<file path="src/rtl/async_fifo_pkg.sv">
// rtl/async_fifo_pkg.sv - shared pointer types and Gray helpers for the async FIFO controllers
package async_fifo_pkg;

  localparam int DEFAULT_ADDRESS_BITS = 4;
  localparam int DEFAULT_DEPTH        = 2 ** DEFAULT_ADDRESS_BITS;

  // Pointer carries one extra wrap bit beyond the RAM address
  typedef logic [DEFAULT_ADDRESS_BITS:0] ptr_t;

  // Number of RAM entries for a given address width
  function automatic int depth_of(input int address_bits);
    return 1 << address_bits;
  endfunction

  // Works for any width up to 32 as long as the unused upper bits are zero
  function automatic logic [31:0] bin2gray(input logic [31:0] bin);
    return bin ^ (bin >> 1);
  endfunction

  // Prefix XOR from the MSB down; zero upper bits leave narrower values intact
  function automatic logic [31:0] gray2bin(input logic [31:0] gray);
    logic [31:0] bin;
    bin     = '0;
    bin[31] = gray[31];
    for (int i = 30; i >= 0; i--) begin
      bin[i] = bin[i+1] ^ gray[i];
    end
    return bin;
  endfunction

endpackage

</file>
<file path="src/rtl/wptr_full_ctrl.sv">
// rtl/wptr_full_ctrl.sv - async FIFO write-side pointer, full/almost-full, level and overflow
module wptr_full_ctrl
  import async_fifo_pkg::*;
#(
  parameter int ADDRESS_BITS       = 4,
  parameter int ALMOST_FULL_MARGIN = 2
) (
  input  logic                    write_clk,
  input  logic                    write_rst,
  input  logic                    write_inc,
  input  logic [ADDRESS_BITS:0]   wq2_read_ptr,
  output logic [ADDRESS_BITS-1:0] write_addr,
  output logic                    write_en_mem,
  output logic [ADDRESS_BITS:0]   write_ptr,
  output logic                    write_full,
  output logic                    write_almost_full,
  output logic [ADDRESS_BITS:0]   write_level,
  output logic                    write_overflow
);

  localparam int PW    = ADDRESS_BITS + 1;
  localparam int DEPTH = depth_of(ADDRESS_BITS);
  localparam logic [ADDRESS_BITS:0] AF_THRESHOLD = PW'(DEPTH - ALMOST_FULL_MARGIN);

  logic [ADDRESS_BITS:0] wbin;
  logic [ADDRESS_BITS:0] wbin_next;
  logic [ADDRESS_BITS:0] wgray_next;
  logic [ADDRESS_BITS:0] rbin;
  logic [ADDRESS_BITS:0] level_next;
  logic [ADDRESS_BITS:0] full_pattern;
  logic                  push;
  logic                  full_next;
  logic                  almost_full_next;

  assign push         = write_inc & ~write_full;
  assign write_en_mem = push;
  assign write_addr   = wbin[ADDRESS_BITS-1:0];

  // Full when the write pointer is one lap ahead: the two MSBs of the Gray read pointer are inverted
  assign full_pattern = {~wq2_read_ptr[ADDRESS_BITS:ADDRESS_BITS-1], wq2_read_ptr[ADDRESS_BITS-2:0]};

  // Next-state pointers and flags; a read-pointer move and a write in the same cycle fold together here
  always_comb begin
    wbin_next        = wbin + PW'(push);
    wgray_next       = PW'(bin2gray(32'(wbin_next)));
    rbin             = PW'(gray2bin(32'(wq2_read_ptr)));
    level_next       = wbin_next - rbin;
    full_next        = (wgray_next == full_pattern);
    almost_full_next = (level_next >= AF_THRESHOLD);
  end

  // All write-side state updates together; write_ptr is a pure flop so the crossing sees one-bit steps
  always_ff @(posedge write_clk or posedge write_rst) begin
    if (write_rst) begin
      wbin              <= '0;
      write_ptr         <= '0;
      write_full        <= 1'b0;
      write_almost_full <= 1'b0;
      write_level       <= '0;
      write_overflow    <= 1'b0;
    end else begin
      wbin              <= wbin_next;
      write_ptr         <= wgray_next;
      write_full        <= full_next;
      write_almost_full <= almost_full_next;
      write_level       <= level_next;
      if (write_inc && write_full) begin
        write_overflow <= 1'b1;
      end
    end
  end

endmodule
</file>
<file path="config.mk">
export PLATFORM = sky130hd
export DESIGN_NAME = wptr_full_ctrl
export DESIGN_NICKNAME = d
export VERILOG_FILES = /design/src/rtl/async_fifo_pkg.sv /design/src/rtl/wptr_full_ctrl.sv
export SDC_FILE = /design/constraint.sdc
export NUM_CORES = 1
export LEC_CHECK = 0
export CAP_MARGIN = 20
export CORE_MARGIN = 2
export CORE_UTILIZATION = 40
export CTS_CLUSTER_SIZE = 24
export DETAILED_ROUTE_END_ITERATION = 8
export GPL_ROUTABILITY_DRIVEN = 0
export GPL_TIMING_DRIVEN = 0
export PLACE_DENSITY = 0.73
export SETUP_SLACK_MARGIN = 0.15
export SLEW_MARGIN = 20
export SYNTH_ARGS = -nofsm -noshare
export SYNTH_HDL_FRONTEND = slang
export SYNTH_SLANG_ARGS = --single-unit
export TNS_END_PERCENT = 10
</file>
<file path="constraint.sdc">
create_clock -name write_clk -period 6.78 [get_ports write_clk]
set_clock_uncertainty 0.2 [all_clocks]
set_input_delay 0.678 -clock write_clk [delete_from_list [all_inputs] [get_ports write_clk]]
set_output_delay 0.678 -clock write_clk [all_outputs]
set_load 0.005 [all_outputs]
</file>
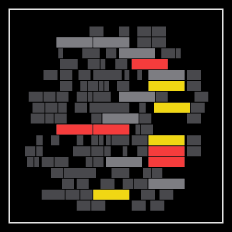
Run 1: sequential cells coloured by netlist name
(4 px per µm)
[wbin] red | sequential cells: 5
[write_ptr] yellow | sequential cells: 4
not coloured: 8

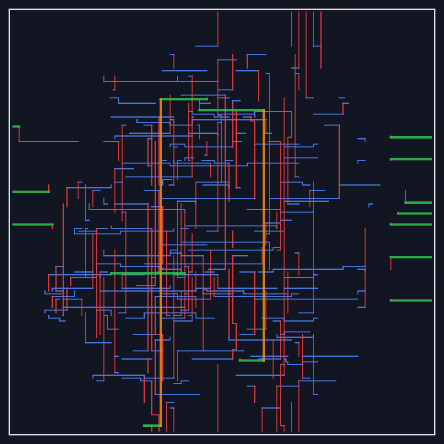
Run 1: routed metal, one colour a layer
(8 px per µm)
[M4] orange | wire length: 72.1 µm
[M2] red | wire length: 815 µm
[M3] green | wire length: 70.0 µm
[M1] blue | wire length: 746 µm

==> notes.md, run 1 <==
yosys + openroad results -> status=complete, no violations, Avg Inst Size Synth=about 12 µm², I/O pins=26, fraction of registers with async set/reset=100%, die height=53.0 µm, layout cells sized above 1=under 10%, max frequency=about 300 MHz, largest fanout on the critical path=3, Total GRT Usage=roughly 15%, Final Instance Area=approximately 1300 µm², routed len/inst=about 12 µm, DR WL met3=69 µm, gr ovfl total=0, GR Util met3=under 10%, XOR/XNOR Area Share=25.2%, cell family with most CP delay=XOR/XNOR gates, Comb area=~470 µm², Crit path depth=12, FF+latch area=around 430 µm², Core Box Area=between 2000 and 2500 µm², hold_buf cts=0, Routed WL=around 1700 µm, CTS tree=yes, Cells after Synth=around 82, crit end category=flip-flop, slew margin rel.=roughly 58%, worst min path class=flip-flop to flip-flop, total die size=2810 µm², final setup margin=3.38 ns, Top Usage Layer GRT=met2, crit path DAT=3.40 ns, first-pass iteration count of the detailed router=4, DRC violations left=0, final setup fails=0, EDFF count, synth=0, Seq share, synth=between 40% and 50%, Simple-Gate Area Share=roughly 6.3%, wire length on met1=between 700 and 800 µm, Pleak=roughly 0.57 nW, CP Class=input pin to flip-flop, First DRT Iteration DRCs=1, CP most frequent cell=xnor2_1, Root Driver=clkbuf_4, CP max stage cell=clkdlybuf4s50_1, Synth cell types=26, Setup crit start kind=input pin, WP data required=~6.8 ns, Clock Path Buffers=2, Tcrit/Tclk final=roughly 50%, most common logic cells in the final layout=25 x clkdlybuf4s50_1, 17 x dfrtp_1, 15 x xnor2_1, Final min period=approximately 3.4 ns, Initial Util=between 40 and 50%, MUX area fraction=0%, FILL cells=roughly 190, DP HPWL=about 1400 µm, Worst R2R Setup Slack=slightly below 4 ns
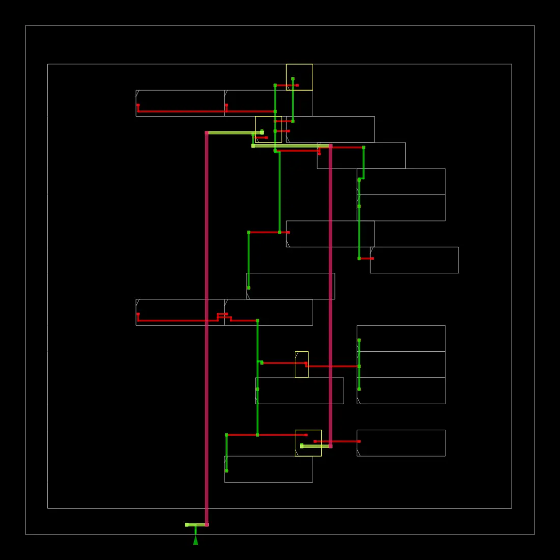
Run 1: the clock network
P_clk: 0.0554 mW
Inserted Clock Buffers: 3
worst-skew pair later-pin latency: 0.30 ns
TritonCTS Sinks: 17
clk_buf instances: 4

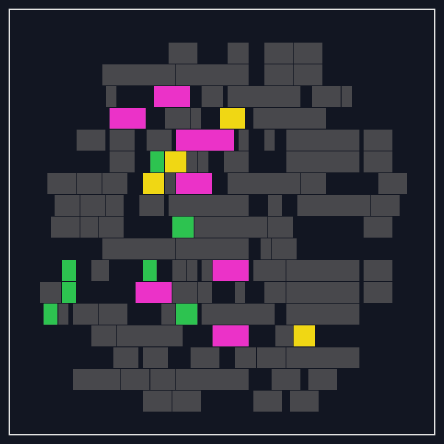
Run 1: gate-type map
(8 px per µm)
[non-inverting ao/oa cells] yellow | cells: 4
[aoi and oai cells] green | cells: 7
[fa/ha/maj cells] magenta | cells: 7

-- run 1: per-stage QoR --
| step | total power, mW | cells | util [%] | hold WS [ns] |
|---|---|---|---|---|
| floorplan | 0.495 | 82 | - | 0.251 |
| global placement | 0.647 | 135 | 55.7 | 0.242 |
| detailed placement | 0.662 | 135 | 55.7 | 0.250 |
| CTS | 0.717 | 139 | 56.9 | 0.270 |
| global route | 0.777 | 139 | 56.9 | 0.288 |
| finish | 0.709 | 139 | 56.9 | 0.265 |
-- run 1: registers in the layout (all words and copies together) (netlist names) --
name,cells
wbin,5
write_level,5
write_ptr,4
write_almost_full,1
write_full,1
write_overflow,1
-- run 1: final cells by class --
class                      count  share of cell area [%]
buffer                         4                    2.26
clock buffer                   4                    2.07
sequential                    17                    33.5
inverter                      10                    2.95
timing repair buffer          25                    19.7
multi-input combinational     51                    36.8
tap                           28                    2.76
-- run 1: worst min path at each step --
stage                           endpoint  depth (start not counted)
after detailed placement  write_overflow                          1
after global placement    write_overflow                          1
after floorplan           write_overflow                          1
after global routing      write_overflow                          1
after CTS                 write_overflow                          1
final                     write_overflow                          1
-- run 1: power breakdown --
part | total [mW] | switching (mW) | internal (mW)
combinational | 0.469 | 0.211 | 0.258
clock | 0.0554 | 0.0325 | 0.0230
sequential | 0.185 | 0.0248 | 0.160
total | 0.709 | 0.268 | 0.441
-- run 1: synthesized netlist by cell type, drive strengths merged, types with 2 or more instances --
| library cell | instances |
|---|---|
| dfrtp | 17 |
| xnor2 | 16 |
| inv | 10 |
| ha | 6 |
| xor2 | 6 |
| a21oi | 4 |
| a21o | 3 |
| buf | 3 |
| nand2 | 2 |
| nand3 | 2 |
| o211ai | 2 |
Run 1, I/O nets highlighted:
(10 px per µm)
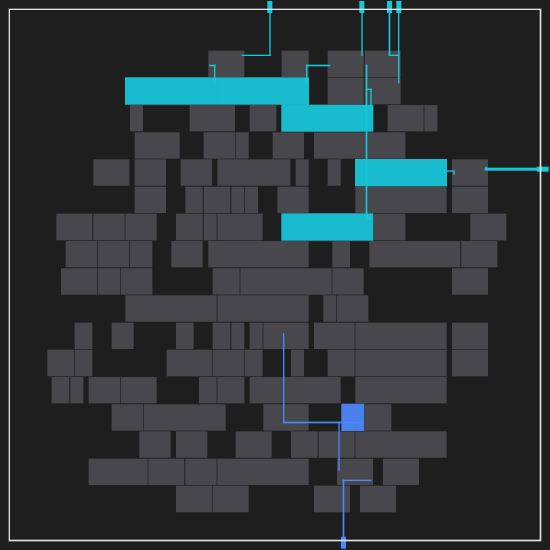

--- run 2 (diff from run 1) ---
PLACE_DENSITY = 0.76   (was 0.73)
clock period = 3.05 ns   (was 6.78 ns; I/O delays follow)
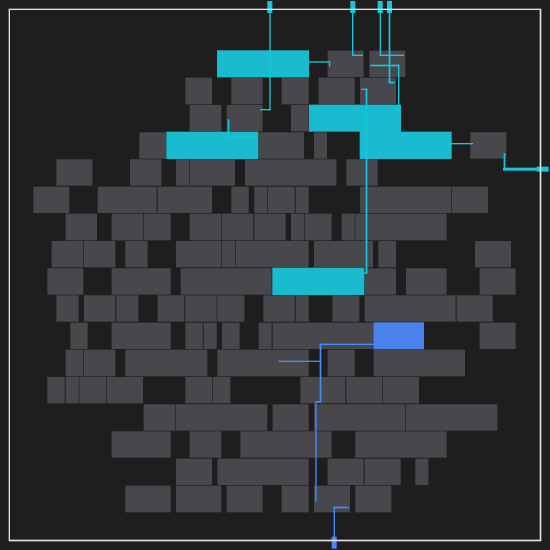
Run 2: I/O nets highlighted
(10 px per µm)
[write_en_mem] blue | bits: 1 | direction: output | end cells: 1 | buffers: 1 | wire: 30.5 µm
[write_level] cyan | bits: 5 | direction: output | end cells: 5 | buffers: 5 | wire: 70.6 µm

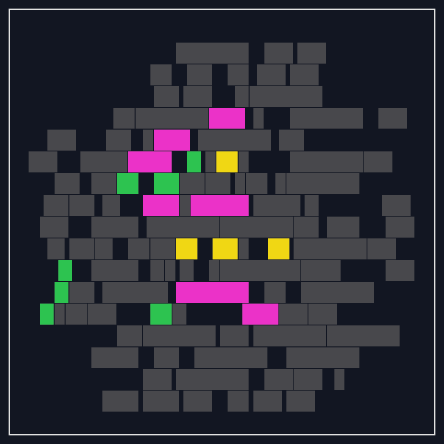
Run 2: gate-type map
(8 px per µm)
[fa/ha/maj cells] magenta | cells: 7
[aoi and oai cells] green | cells: 7
[non-inverting ao/oa cells] yellow | cells: 4 | where: centre

==> notes.md, run 2 <==
yosys + openroad results -> P_int=1.01 mW (+130%), Critical Path End=write_almost_full, layout cells sized above 1=20.2% (+10 points), Core Util, Final=60.7% (+3.8 points), hold_buf cts=0 (unchanged), Switch Pwr=0.656 mW (+140%), Synthesized Nets=roughly 97, Switching Fraction=39.3% (+1.4 points), row count=17, Final min period=about 2.8 ns, routed len/inst=13.6 µm (+11%), crit end category=flip-flop, fa+ha+maj area frac=roughly a tenth, I/O pins=26 (unchanged), largest fanout on the critical path=7 (+4), # Post-CTS Setup Buffers=1, most common library cells after synthesis=17 x dfrtp_1, 15 x xnor2_1, 10 x inv_1, 6 x ha_1, 5 x xor2_1, placed cells=135 (unchanged), worst min path class=input pin to async pin, Inserted Clock Buffers=3 (unchanged), First DRT Iteration DRCs=4 (+3), Setup crit start kind=input pin, DRC violations left=0 (unchanged), biggest regs=wbin x5, write_level x5, write_ptr x4, Avg Inst Size Synth=11.7 µm² (unchanged), XOR/XNOR Area Share=25.2% (unchanged), fin nets=roughly 130, Yosys chip area=approximately 960 µm², most frequent logic cell in the layout=clkdlybuf4s50_1, Final Instance Area=1360 µm² (+6.7%), Synth cell types=26 (unchanged), first-pass GRT wire length=3050 µm, Final Max Slew Viols=0, Yosys top cell by instances=dfrtp_1, Core Box Area=2230 µm² (unchanged), MUX area fraction=0% (unchanged), DP HPWL=1470 µm (+8.3%), Seq share, synth=44.3% (unchanged), Mapped Area=roughly 960 µm², Slew @ Worst Pin=around 0.62 ns, Routed WL=1930 µm (+14%), dpl ws=-0.313 ns, die height=53.0 µm (unchanged), Design Power=1.67 mW (+140%), first-pass iteration count of the detailed router=3 (-1), CTS tree=yes, status=complete, no violations, most common logic cells in the final layout=23 x clkdlybuf4s50_1, 17 x dfrtp_1, 14 x xnor2_1, Synth warnings=0, Pleak=0.619 nW (+8.8%), ys cells=around 80, die width=between 50 and 60 µm, setup tns final=0 ns, post-synth top area cell=dfrtp_1, CP Class=input pin to flip-flop, TritonCTS Sinks=17 (unchanged), final setup margin=0.245 ns (-3.13 ns), Root Driver=clkbuf_4, max-cap violations=0, post-CTS sizing=4, final hold violation count=0, gr ovfl total=0 (unchanged), final setup fails=0 (unchanged), R2R cell count=11, total die size=2810 µm² (unchanged), crit path DAT=2.80 ns (-0.60 ns), Total GRT Usage=16.0% (+1.1 points), fraction of registers with async set/reset=100% (unchanged), worst-skew pair later-pin latency=0.31 ns (about the same), Clk network pwr share=7.5% (-0.3 points), Layout Cells excl Fill=142 (+2.2%), WP data required=3.05 ns (-3.73 ns), EDFF count, synth=0 (unchanged), Worst R2R Setup Slack=0.33 ns (-3.57 ns), Hold WS=0.169 ns (-0.0968 ns), Simple-Gate Area Share=6.26% (unchanged), max frequency=357 MHz, vias in the first global route=651, Tcrit/Tclk final=about nine tenths, slew margin rel.=58.7% (+0.86 points), Flop pwr share=25.0% (-1.0 points), Initial Util=43.0% (unchanged), Comb power frac=67.5% (+1.4 points), Clock Path Buffers=2 (unchanged), Clock H-tree levels=1, vias per inst=4.73, Largest type area fraction=44.3%, Cells after Synth=82 (unchanged)
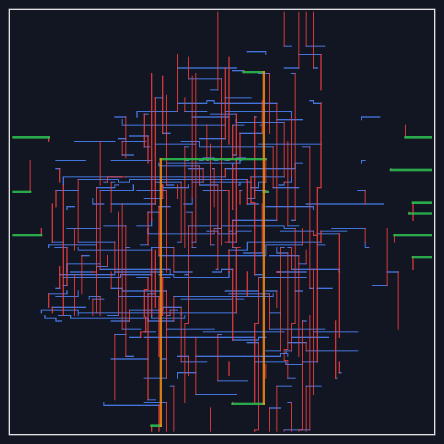
Run 2: routed metal, one colour a layer
(8 px per µm)
[M2] red | wire length: 1010 µm
[M3] green | wire length: 50.5 µm
[M4] orange | wire length: 74.8 µm
[M1] blue | wire length: 800 µm

## run 2: cell counts after synthesis
No cell type changed its count.
## run 2: routing by layer
metal | vias up | part of all wire [%] | GRT usage [%] | wire length [µm]
met5 | - | 0 | 0 | 0
met4 | 0 | 3.8 | 10.3 | 74
met3 | 5 | 2.6 | 1.69 | 50
met2 | 14 | 52 | 26.0 | 1010
met1 | 330 | 41 | 19.9 | 799
li1 | 322 | - | - | -
## run 2: cells by family after synthesis
family	Yosys count
AND/OR/NAND/NOR	10
AND-OR/OR-AND	11
XOR/XNOR	23
buffers and inverters	14
flip-flops	17
adder cells (fa/ha/maj)	7
## run 2: critical path: stages
cell	delay (ns)
clkdlybuf4s50_1	0.50
nor2b_4	0.20
ha_1	0.16
buf_4	0.18
xor2_4	0.23
inv_1	0.09
fa_1	0.47
inv_1	0.08
a21o_1	0.13
a21oi_2	0.06
xnor2_1	0.16
a31o_2	0.24
## run 2: how the worst min path moves through the flow
stage | start | end | slack, ns | depth (start not counted)
6_report | write_rst | write_overflow | 0.17 | 2
5_1_grt | write_rst | write_ptr[2] | 0.26 | 2
4_1_cts | write_rst | write_overflow | 0.20 | 2
3_5_place_dp | write_overflow | write_overflow | 0.29 | 1
3_3_place_gp | write_overflow | write_overflow | 0.24 | 1
2_1_floorplan | write_rst | wbin[0] | 0.03 | 1
## run 2: area by class of cell
cell class	instances	area [µm²]
repair buffers	28	278
multi-input cells	51	524
plain buffers	4	28.8
clock buffers	3	22.5
clock inverters	1	5.00
flip-flops and latches	17	425
well taps	28	35.0
fillers	190	877
inverters	10	37.5
## run 2: power groups by stage
stage	combinational (mW)	sequential, mW	clock [mW]
CTS	1.10	0.415	0.123
finish	1.13	0.417	0.125
global route	1.23	0.430	0.133
global placement	1.03	0.409	0
detailed placement	1.06	0.419	0
floorplan	0.673	0.426	0
Run 2, sequential cells coloured by netlist name:
(4 px per µm)
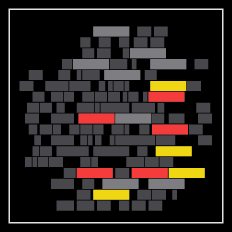

--- run 3 (diff from run 2) ---
CORE_UTILIZATION = 25   (was 40)
HOLD_SLACK_MARGIN = 0.1   (was not set)
PLACE_DENSITY = 0.54   (was 0.76)
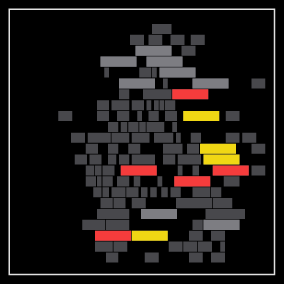
Run 3: sequential cells coloured by netlist name
(4 px per µm)
[wbin] red | sequential cells: 5
[write_ptr] yellow | sequential cells: 4 | where: east

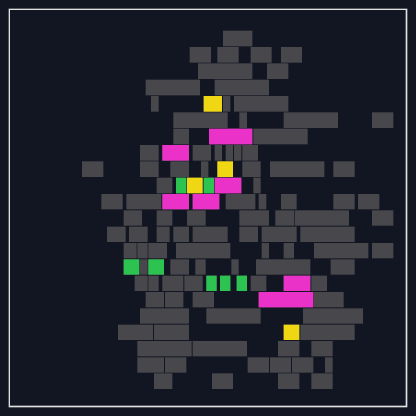
Run 3: gate-type map
(6 px per µm)
[fa/ha/maj cells] magenta | cells: 7 | where: centre
[aoi and oai cells] green | cells: 7
[non-inverting ao/oa cells] yellow | cells: 4

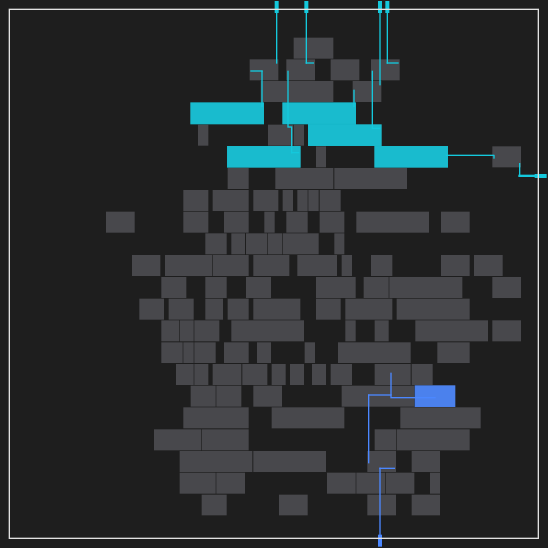
Run 3: I/O nets highlighted
(8 px per µm)
[write_en_mem] blue | bits: 1 | direction: output | end cells: 1 | buffers: 1 | wire: 30.0 µm
[write_level] cyan | bits: 5 | direction: output | end cells: 5 | buffers: 5 | wire: 67.6 µm

==> notes.md, run 3 <==
yosys + openroad results -> dpl ws=-0.277 ns (+0.0360 ns), TritonCTS Sinks=17 (unchanged), Avg Inst Size Synth=11.7 µm² (unchanged), routed len/inst=10.8 µm (-20%), crit end category=flip-flop, Slew @ Worst Pin=0.627 ns (+0.00803 ns), Seq share, synth=44.3% (unchanged), status=complete, no violations, Largest type area fraction=44.3% (unchanged), WP data required=2.99 ns (-0.06 ns), Synthesized Nets=97 (unchanged), first-pass iteration count of the detailed router=4 (+1), Pwr top=combinational cells, fraction of registers with async set/reset=100% (unchanged), final setup margin=0.308 ns (+0.0627 ns), hold_buf cts=0 (unchanged), post-CTS sizing=3 (-1), largest fanout on the critical path=7 (unchanged), DR WL met3=77 µm (+54%), wire length on met1=757 µm (-5.3%), vias in the first global route=686 (+5.4%), Hold WS=0.232 ns (+0.0634 ns), Core Box Area=3690 µm² (+65%), post-synth top area cell=dfrtp_1, Switching Fraction=36.4% (-2.9 points), DRC violations left=0 (unchanged), Mapped Area=960 µm² (unchanged), most common logic cells in the final layout=23 x clkdlybuf4s50_1, 17 x dfrtp_1, 14 x xnor2_1, P_clk=0.164 mW (+31%), final setup fails=0 (unchanged), Yosys chip area=960 µm² (unchanged), Clk network pwr share=9.7% (+2.2 points), row count=22 (+5), layout cells sized above 1=19.7% (-0.52 points), Routed WL=1790 µm (-7.4%), Tcrit/Tclk final=89.9% (-2.1 points), Root Driver=clkbuf_8, final hold violation count=0 (unchanged), Design Power=1.69 mW (+1.3%), slew margin rel.=58.2% (-0.54 points), gr ovfl total=0 (unchanged), most common library cells after synthesis=17 x dfrtp_1, 15 x xnor2_1, 10 x inv_1, 6 x ha_1, 5 x xor2_1, CTS tree=yes, Comb power frac=65.6% (-1.9 points), Comb area=518 µm² (-1.2%), total sequential power=0.417 mW (about the same), metal2 WL=908 µm (-9.8%), I/O pins=26 (unchanged), Cells after Synth=82 (unchanged), highest metal used=met4, most frequent logic cell in the layout=clkdlybuf4s50_1, # Post-CTS Setup Buffers=3 (+2), fin nets=133 (+2.3%), die height=66.0 µm (+24%)
[run 3: metrics by stage]
stage,area [µm²],std cells
2_1_floorplan,960,82
3_3_place_gp,1270,155
3_5_place_dp,1270,155
4_1_cts,1350,162
5_1_grt,1410,165
6_report,1410,165
[run 3: worst max-delay path, cell delays in order]
cell and delay [ns]:
clkdlybuf4s50_1 0.49, nor2b_4 0.20, ha_1 0.16, buf_4 0.17, xor2_4 0.19, inv_1 0.08
fa_1 0.46, inv_1 0.07, a21o_1 0.10, a21oi_1 0.07, xnor2_1 0.15, a31o_2 0.23
[run 3: path summary, 6_finish.rpt]
| kind | startpoint | to | slack (ns) | depth (start not counted) |
|---|---|---|---|---|
| max reg2reg | write_full | write_almost_full | 0.46 | 11 |
| max | write_inc | write_almost_full | 0.31 | 12 |
| max in group asynchronous | write_rst | write_almost_full | 2.01 | 2 |
| min | write_rst | write_overflow | 0.23 | 2 |
| min in group write_clk | write_overflow | write_overflow | 0.27 | 1 |
| min reg2reg | write_overflow | write_overflow | 0.27 | 1 |
[run 3: per-layer routing]
metal	track usage, %	vias to the layer above
met3	1.36	4
met2	15.7	16
met5	0	-
met4	6.12	0
li1	-	324
met1	11.8	326
[run 3: cells by family (layout without fill, tap and decap cells)]
| family | after synthesis | after routing | synth area share (%) |
|---|---|---|---|
| xor+xnor | 23 | 23 | 25.2 |
| buf+inv | 14 | 49 | 6.91 |
| simple gates | 10 | 10 | 6.26 |
| flops | 17 | 17 | 44.3 |
| fa+ha+maj | 7 | 7 | 9.91 |
| compound gates | 11 | 11 | 7.43 |
[run 3: cell type report]
cell class              instances  area share, %
plain buffers                   4           2.04
clock buffers                   4           3.19
inverters                      10           2.66
multi-input cells              51           36.7
flip-flops and latches         17           30.1
well taps                      48           4.26
repair buffers                 31           21.0
Power and IR drop assume default switching activity.
